## src/rtl/cnt_mod_updn.sv

```systemverilog
// ---------------------------------------------------------------------------
// cnt_mod_updn
//
// Parametrised modulo up/down counter with a runtime terminal value. The count
// range is 0..lim. Three run modes are supported:
//   wrap     : at the terminal value the count restarts from the other end and
//              a one-cycle registered wrap pulse follows.
//   saturate : at the terminal value the count holds.
//   one-shot : at the terminal value the count holds and the counter enters
//              DONE, where it stays frozen until the next load or reset.
// Several instances cascade by feeding tc of a low stage into ce of the next.
//
// Ports:
//   clk  - rising-edge clock
//   rst  - synchronous reset, active-high (cnt=RST_VAL, wrap=0, done=0)
//   pe   - parallel load enable; loads min(d, lim), clears done
//   ce   - count enable
//   up   - direction, 1 = increment, 0 = decrement
//   mode - 00 wrap, 01 saturate, 10 one-shot, 11 behaves as wrap
//   d    - parallel load value
//   lim  - terminal value
//   cnt  - registered count
//   tc   - combinational terminal count (cascade enable for the next stage)
//   wrap - registered pulse, high the cycle after a wrap event
//   done - registered, high while the one-shot FSM sits in DONE
//
// Handshake: none. ce is a plain enable sampled on every rising edge; tc is
// valid in the same cycle as the ce that produces it and needs no ready.
// ---------------------------------------------------------------------------
module cnt_mod_updn #(
    parameter int                 WIDTH   = 8,
    parameter logic [WIDTH-1:0]   RST_VAL = '0
) (
    input  logic             clk,
    input  logic             rst,
    input  logic             pe,
    input  logic             ce,
    input  logic             up,
    input  logic [1:0]       mode,
    input  logic [WIDTH-1:0] d,
    input  logic [WIDTH-1:0] lim,
    output logic [WIDTH-1:0] cnt,
    output logic             tc,
    output logic             wrap,
    output logic             done
);

    localparam logic [1:0]       MODE_SAT = 2'b01;
    localparam logic [1:0]       MODE_ONE = 2'b10;
    localparam logic [WIDTH-1:0] ONE      = {{(WIDTH-1){1'b0}}, 1'b1};

    typedef enum logic {
        RUN  = 1'b0,
        DONE = 1'b1
    } state_t;

    state_t           state;
    state_t           state_nxt;
    logic [WIDTH-1:0] cnt_nxt;
    logic             wrap_nxt;
    logic             at_term;

    // Counting up, anything at or above lim is terminal, so lowering lim
    // below the current count forces the terminal action on the next edge.
    assign at_term = up ? (cnt >= lim) : (cnt == '0);

    // The FSM state is directly observable: done is the state register.
    assign done = (state == DONE);
    assign tc   = ce & at_term & ~pe & ~done;

    always_comb begin
        state_nxt = state;
        cnt_nxt   = cnt;
        wrap_nxt  = 1'b0;
        if (pe) begin
            cnt_nxt   = (d > lim) ? lim : d;
            state_nxt = RUN;
        end else if (ce && (state == RUN)) begin
            if (!at_term) begin
                cnt_nxt = up ? (cnt + ONE) : (cnt - ONE);
            end else begin
                case (mode)
                    MODE_SAT: begin
                        cnt_nxt = cnt;
                    end
                    MODE_ONE: begin
                        state_nxt = DONE;
                    end
                    default: begin
                        cnt_nxt  = up ? '0 : lim;
                        wrap_nxt = 1'b1;
                    end
                endcase
            end
        end
    end

    always_ff @(posedge clk) begin
        if (rst) begin
            state <= RUN;
            cnt   <= RST_VAL;
            wrap  <= 1'b0;
        end else begin
            state <= state_nxt;
            cnt   <= cnt_nxt;
            wrap  <= wrap_nxt;
        end
    end

endmodule

```

## config.mk

```make
export PLATFORM = sky130hd
export DESIGN_NAME = cnt_mod_updn
export DESIGN_NICKNAME = d
export VERILOG_FILES = /design/src/rtl/cnt_mod_updn.sv
export SDC_FILE = /design/constraint.sdc
export NUM_CORES = 1
export LEC_CHECK = 0
export ABC_AREA = 1
export CORE_MARGIN = 1.5
export CORE_UTILIZATION = 51
export DETAILED_ROUTE_END_ITERATION = 16
export PLACE_DENSITY_LB_ADDON = 0.3
export SYNTH_ARGS = -nofsm -noshare
export SYNTH_HDL_FRONTEND = slang
export SYNTH_SLANG_ARGS = --single-unit
```

## constraint.sdc

```tcl
create_clock -name clk -period 2.7 [get_ports clk]
set_clock_uncertainty 0.2 [all_clocks]
set_input_delay 0.54 -clock clk [delete_from_list [all_inputs] [get_ports clk]]
set_output_delay 0.54 -clock clk [all_outputs]
set_load 0.05 [all_outputs]
```

### Clock wiring as the flow saved it

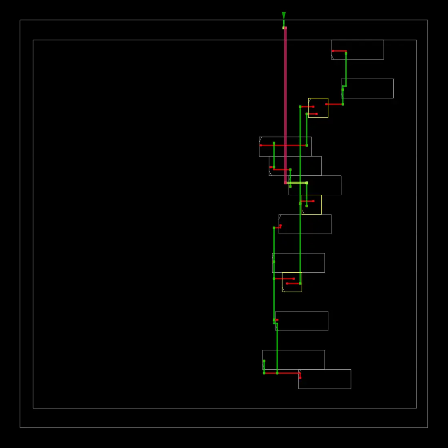
clock sinks: 10
worst-skew pair later-pin latency: 260 ps
Inserted Clock Buffers: 3
Clock net power: 97.0 uW
CLK BUF: 3

### Gate families picked out

The bar under the picture is 20 um long.
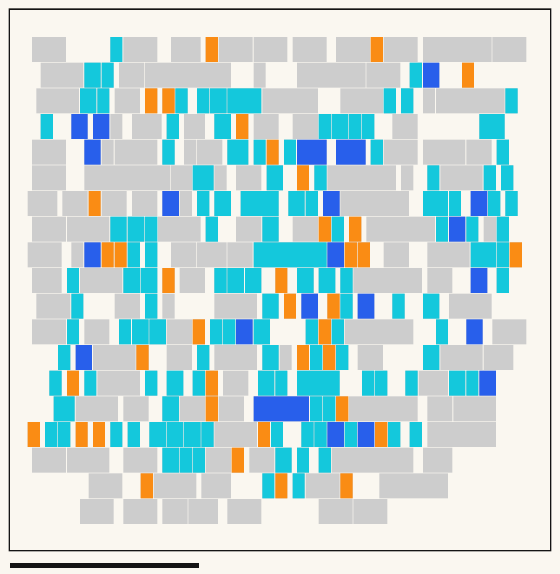
legend:
  cyan:
    family: NAND gates
    cells: 127
  blue:
    family: inverting AOI/OAI gates
    cells: 22
  orange:
    family: inverters
    cells: 38

==> results.ini <==
[sta]
setup_ws_ps = 87.2
setup_viol = 0
finalMaxSlewViolations = 0
max-slew-margin-rel_pct = 66.3
timing_hold_violations_final = 0
post-route-period-util_pct = 96.8

[min_path]
worstHoldStart = done

[finish]
design_area_um2 = 2100
antennaDiodeCount = 0
layout-drive-gt1-share_pct = 16.4
final_cell_mix = 84 x nand2_1, 33 x nand3_1, 32 x inv_1
final_util_pct = 75.4
comb_area_um2 = 1160
seq_area_um2 = 204

[clock_network]
postCtsHoldBufs = 0

[placed_design]
place_ws_ps = -133
routabilityCongestion = 0.922
port_buffers = 33
dpl_cell_area_um2 = 2060

[die]
fp-utilization_pct = 53.9
tap_cells = 31
dieArea_um2 = 3270
row_count = 19
die_height_um = 57.2
core_um2 = 2780
io_pins = 34

[synthesis]
syn_area_um2 = 1500
syn_inst = 247
yosysTopAreaCell = nand2_1
synth_stat.cells = 247
synth_warnings = 0
synthAoiAreaFrac_pct = 9.60
synth-adder-area-share_pct = 20.5
yosysUniqueCellTypes = 27
ys_area_um2 = 1500
ys_sh_xor_pct = 2.34
synth-edff-count = 0

[setup_path]
r2r_start = cnt[0]
crit_path_cell_trace = clkdlybuf4s50_1 > inv_2 > buf_4 > o21ai_4 > nand2_4 > nor3_4 > buf_12
critPathMaxFanout = 11
cp_slowest_cell = clkdlybuf4s50_1

[routing]
drt_first_pass_iters = 4
via_per_inst = 5.04

[grt]
grt_start_max_net_pins = 12

[power]
pwr-share-comb_pct = 65.2
p_comb_uw = 540
power.clock.fraction_pct = 11.7
power_leader = combinational cells

[run_status]
status = completed

### Signal metal coverage by tile

11 x 11 tiles, from dark blue (low) to red (high), scaled to the fullest tile. Values are wire area over tile area, all layers added.
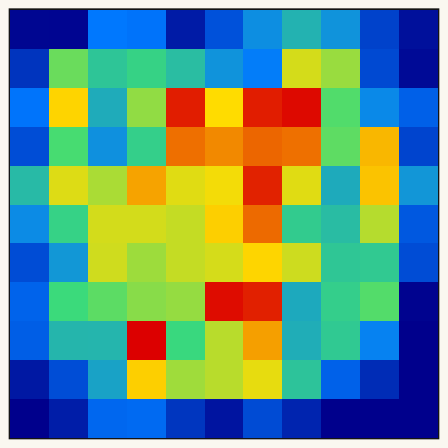
nearly empty tiles: 7.4%
tiles over half the peak: 41%
emptiest ninth of the die: south-east
densest ninth of the die: center
fullest tile: 0.41
mean over tiles: 0.18

[worst paths after layout]
path	endpoint	slack, ps	depth (start not counted)
max	tc	90	7
min	done	270	2
max reg2reg	cnt[6]	580	16
min reg2reg	done	270	2
[registers in the layout, indices dropped and copies added, names as in the netlist]
signal  flops
wrap        1
cnt         8
done        1
[repair_timing]
item | 4_1_cts | 5_1_grt
pin swaps | 5 | 6
resized | 12 | 3
setup endpoints to repair | 1 | 1
[routing by layer]
| metal | global-route usage [%] | vias up | routed length [um] |
|---|---|---|---|
| li1 | - | 911 | - |
| met1 | 33.1 | 737 | 1810 |
| met2 | 42.9 | 38 | 1850 |
| met3 | 0.680 | 2 | 138 |
| met4 | 7.31 | 0 | 21 |
| met5 | 0 | - | 0 |
Power figures rest on the tool's default switching activity, not on a simulated workload.
